File: src/rtl/arb_pkg.sv
// Shared definitions for the single-port memory arbiter.
//   arb_state_e          : response FSM state (what read, if any, is outstanding)
//   ARB_MAX_DATA_BURST   : default cap on consecutive data grants while fetch waits
package arb_pkg;

   typedef enum logic [1:0] {
      IDLE    = 2'd0,  // no read outstanding
      RESP_IF = 2'd1,  // fetch read outstanding, data returns this cycle
      RESP_DM = 2'd2   // data read outstanding, data returns this cycle
   } arb_state_e;

   localparam int ARB_MAX_DATA_BURST = 4;

endpackage : arb_pkg

File: src/rtl/arb_burst_counter.sv
// Saturating count of data grants made while fetch is waiting. Once the count
// reaches MAX_COUNT the arbiter lets fetch win over a simultaneous data request.
// Ports:
//   clk, rst     : clock, asynchronous active-low reset
//   i_if_req     : fetch is requesting this cycle
//   i_dm_grant   : data access granted this cycle
//   i_if_grant   : fetch access granted this cycle
//   o_cnt        : current count (registered)
//   o_sat        : count has reached MAX_COUNT
module arb_burst_counter #(
   parameter int MAX_COUNT = 4,
   parameter int CW        = $clog2(MAX_COUNT + 1)
) (
   input  logic          clk,
   input  logic          rst,
   input  logic          i_if_req,
   input  logic          i_dm_grant,
   input  logic          i_if_grant,
   output logic [CW-1:0] o_cnt,
   output logic          o_sat
);

   logic [CW-1:0] r_cnt;
   logic [CW-1:0] w_cnt_nxt;

   assign o_cnt = r_cnt;
   assign o_sat = (r_cnt == CW'(MAX_COUNT));

   always_comb begin
      w_cnt_nxt = r_cnt;
      // Fetch no longer waiting (served or gone) starts a fresh burst window.
      if (!i_if_req || i_if_grant) begin
         w_cnt_nxt = '0;
      end else if (i_dm_grant && !o_sat) begin
         w_cnt_nxt = r_cnt + CW'(1);
      end
   end

   always_ff @(posedge clk or negedge rst) begin
      if (!rst) begin
         r_cnt <= '0;
      end else begin
         r_cnt <= w_cnt_nxt;
      end
   end

endmodule : arb_burst_counter

File: src/rtl/mem_port_arbiter.sv
// Shares one single-port synchronous memory between the fetch stage and the
// memory stage of a pipeline. Arbitration is combinational in the request
// cycle; read data comes back exactly one cycle after the grant and is routed
// to whoever was granted, while a new grant may be made in that same cycle.
//
// Handshake (both requesters): a requester raises req with addr/data and keeps
// them stable; the access is accepted in the first cycle where req=1 and
// stall=0. stall is only ever 1 while req=1. Nothing is latched here, so the
// requester must hold its request until accepted. In the pipeline, if_stall is
// ORed into the PC/IF-ID enable path and dm_stall stalls every stage up to
// EX/MEM.
//
// Ports:
//   clk, rst                         : clock, asynchronous active-low reset
//   if_req, if_addr                  : fetch read request
//   if_rdata, if_valid, if_stall     : fetch response / stall
//   dm_req, dm_we, dm_addr, dm_wdata : data access request
//   dm_rdata, dm_valid, dm_stall     : data response / stall
//   mem_en, mem_we, mem_addr,
//   mem_wdata, mem_rdata             : single-port memory interface
//   o_dbg_state, o_dbg_burst_cnt     : observability of FSM state and burst count
module mem_port_arbiter
   import arb_pkg::*;
#(
   parameter int DATA_WIDTH     = 32,
   parameter int ADDRESS_WIDTH  = 32,
   parameter int MAX_DATA_BURST = ARB_MAX_DATA_BURST
) (
   input  logic                                  clk,
   input  logic                                  rst,
   input  logic                                  if_req,
   input  logic [ADDRESS_WIDTH-1:0]              if_addr,
   output logic [DATA_WIDTH-1:0]                 if_rdata,
   output logic                                  if_valid,
   output logic                                  if_stall,
   input  logic                                  dm_req,
   input  logic                                  dm_we,
   input  logic [ADDRESS_WIDTH-1:0]              dm_addr,
   input  logic [DATA_WIDTH-1:0]                 dm_wdata,
   output logic [DATA_WIDTH-1:0]                 dm_rdata,
   output logic                                  dm_valid,
   output logic                                  dm_stall,
   output logic                                  mem_en,
   output logic                                  mem_we,
   output logic [ADDRESS_WIDTH-1:0]              mem_addr,
   output logic [DATA_WIDTH-1:0]                 mem_wdata,
   input  logic [DATA_WIDTH-1:0]                 mem_rdata,
   output arb_state_e                            o_dbg_state,
   output logic [$clog2(MAX_DATA_BURST+1)-1:0]   o_dbg_burst_cnt
);

   arb_state_e r_state;
   arb_state_e w_state_nxt;
   logic       w_if_grant;
   logic       w_dm_grant;
   logic       w_burst_sat;

   arb_burst_counter #(
      .MAX_COUNT (MAX_DATA_BURST)
   ) u_burst_counter (
      .clk        (clk),
      .rst        (rst),
      .i_if_req   (if_req),
      .i_dm_grant (w_dm_grant),
      .i_if_grant (w_if_grant),
      .o_cnt      (o_dbg_burst_cnt),
      .o_sat      (w_burst_sat)
   );

   assign o_dbg_state = r_state;

   always_ff @(posedge clk or negedge rst) begin
      if (!rst) begin
         r_state <= IDLE;
      end else begin
         r_state <= w_state_nxt;
      end
   end

   always_comb begin
      w_if_grant  = 1'b0;
      w_dm_grant  = 1'b0;
      w_state_nxt = IDLE;
      mem_en      = 1'b0;
      mem_we      = 1'b0;
      mem_addr    = '0;
      mem_wdata   = '0;

      // Data normally wins; fetch wins once data has had a full burst.
      w_if_grant = if_req && (!dm_req || w_burst_sat);
      w_dm_grant = dm_req && !w_if_grant;

      if (w_if_grant) begin
         mem_en      = 1'b1;
         mem_addr    = if_addr;
         w_state_nxt = RESP_IF;
      end else if (w_dm_grant) begin
         mem_en      = 1'b1;
         mem_we      = dm_we;
         mem_addr    = dm_addr;
         mem_wdata   = dm_wdata;
         // A write finishes in its grant cycle; only reads leave a response pending.
         w_state_nxt = dm_we ? IDLE : RESP_DM;
      end

      if_stall = if_req && !w_if_grant;
      dm_stall = dm_req && !w_dm_grant;

      // Valids follow the registered state so reset clears them immediately.
      if_valid = (r_state == RESP_IF);
      dm_valid = (r_state == RESP_DM);
      if_rdata = mem_rdata;
      dm_rdata = mem_rdata;
   end

endmodule : mem_port_arbiter

File: config.mk
export PLATFORM = sky130hd
export DESIGN_NAME = mem_port_arbiter
export DESIGN_NICKNAME = d
export VERILOG_FILES = /design/src/rtl/arb_pkg.sv /design/src/rtl/arb_burst_counter.sv /design/src/rtl/mem_port_arbiter.sv
export SDC_FILE = /design/constraint.sdc
export NUM_CORES = 1
export LEC_CHECK = 0
export CAP_MARGIN = 20
export CORE_AREA = 2 2 106 108
export DETAILED_ROUTE_END_ITERATION = 12
export DIE_AREA = 0 0 108 110
export DONT_BUFFER_PORTS = 1
export GPL_ROUTABILITY_DRIVEN = 0
export PLACE_DENSITY_LB_ADDON = 0.3
export SLEW_MARGIN = 20
export SYNTH_ARGS = -nofsm -noshare
export SYNTH_HDL_FRONTEND = slang
export SYNTH_SLANG_ARGS = --single-unit
File: constraint.sdc
create_clock -name clk -period 3.2 [get_ports clk]
set_input_delay 0.64 -clock clk [delete_from_list [all_inputs] [get_ports clk]]
set_output_delay 0.64 -clock clk [all_outputs]
set_load 0.005 [all_outputs]
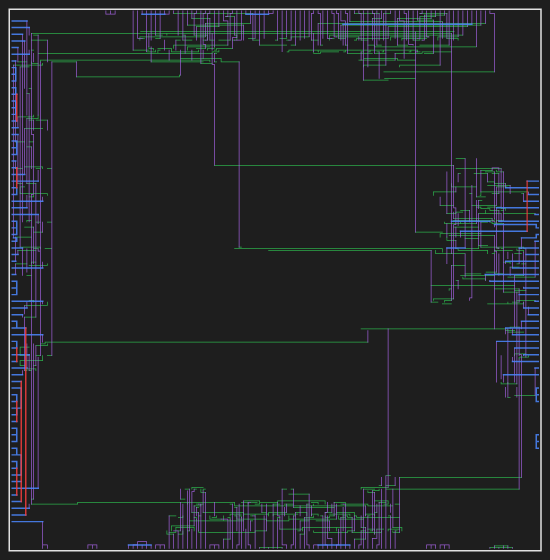
(signal wires by layer)
| layer | color | wire length |
|---|---|---|
| met3 | blue | 402 um |
| met4 | red | 94.5 um |
| met2 | purple | 2330 um |
| met1 | green | 1830 um |
drt wl/cell: 15.4 um
GR Util All Layers: 0.0622
final wirelength: 4.66 mm
DR vias: 1250

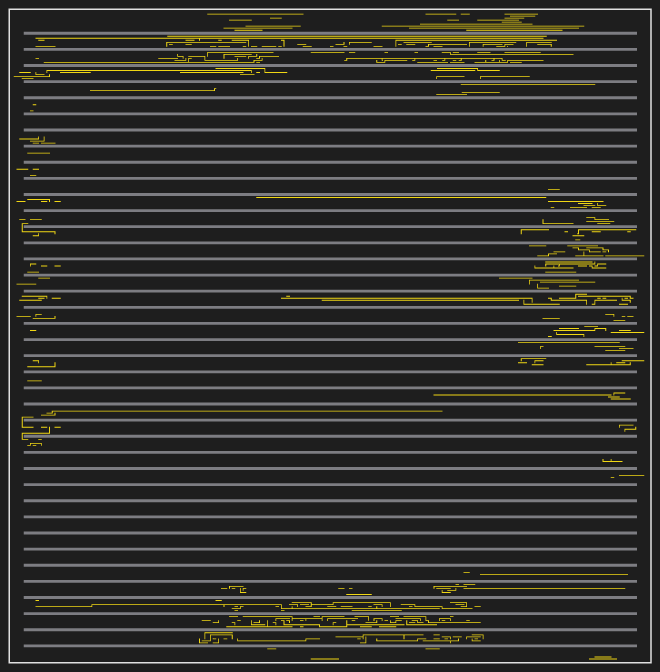
(signal wires on met1)
Supply wires on this layer in gray.
wire length on this layer: 1830 um
share of all routed wire: 39%
longest straight run: 85.6 um
main direction: horizontal
nets with wire on the layer: 197
GR Layer Usage met1: 0.0819

==> results_dict.tcl <==
# implementation run metrics
set metrics [dict create \
    cts.repair.resized 0 \
    ctsLongestPathBuffers 2 \
    power_density_mw_per_mm2 214 \
    finalSetupViolCount 0 \
    ys.flop_type "dfrtp_1" \
    worst_slack_ns 0.717 \
    yosys.stat.seqShare 0.0705 \
    cts_setup_buffers 0 \
    crit_start "u_burst_counter.o_cnt[0]" \
    synth_nets 376 \
    dr_wl_met3_um 401 \
    bufAreaShareNonClock 0.0309 \
    path_class "register to primary output" \
    min_period_over_period 0.776 \
    io_pins 272 \
    r2r_start "u_burst_counter.o_cnt[0]" \
    worst_setup_path_end_kind "primary output" \
    place_area_mm2 0.00133 \
    logic_area_um2 981 \
    synth_warnings 0 \
    dieArea_mm2 0.0119 \
    buffers 4 \
    status "finished, final reports clean" \
    grtUsageMet2 0.101 \
    power_leader "clock" \
    worst-path-buf-inv 1 \
    p_leak_nw 0.594 \
    syn_area_mm2 0.00177 \
    report.power.total_w 0.000294 \
    wl_met1_mm 1.83 \
    post-route-util 0.129 \
    seq_area_frac 0.0909 \
    clkCellAreaFrac 0.0327 \
    cp_data_required_time_ns 2.56 \
    comb_share 0.713 \
    die_h_um 110 \
    top_layer "met4" \
    largest_reg_flops 3 \
    dp_cells 299 \
    logic_gate_count 148 \
    cts_tree "yes" \
    slew-limit-headroom 0.684 \
]
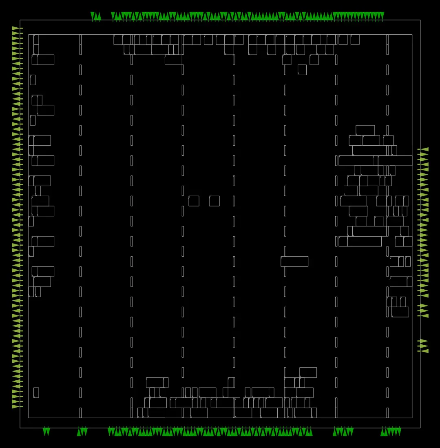
(cell outlines without signal wires)
filler instances: 1251
Flops: 5
Tapcell Cnt: 140

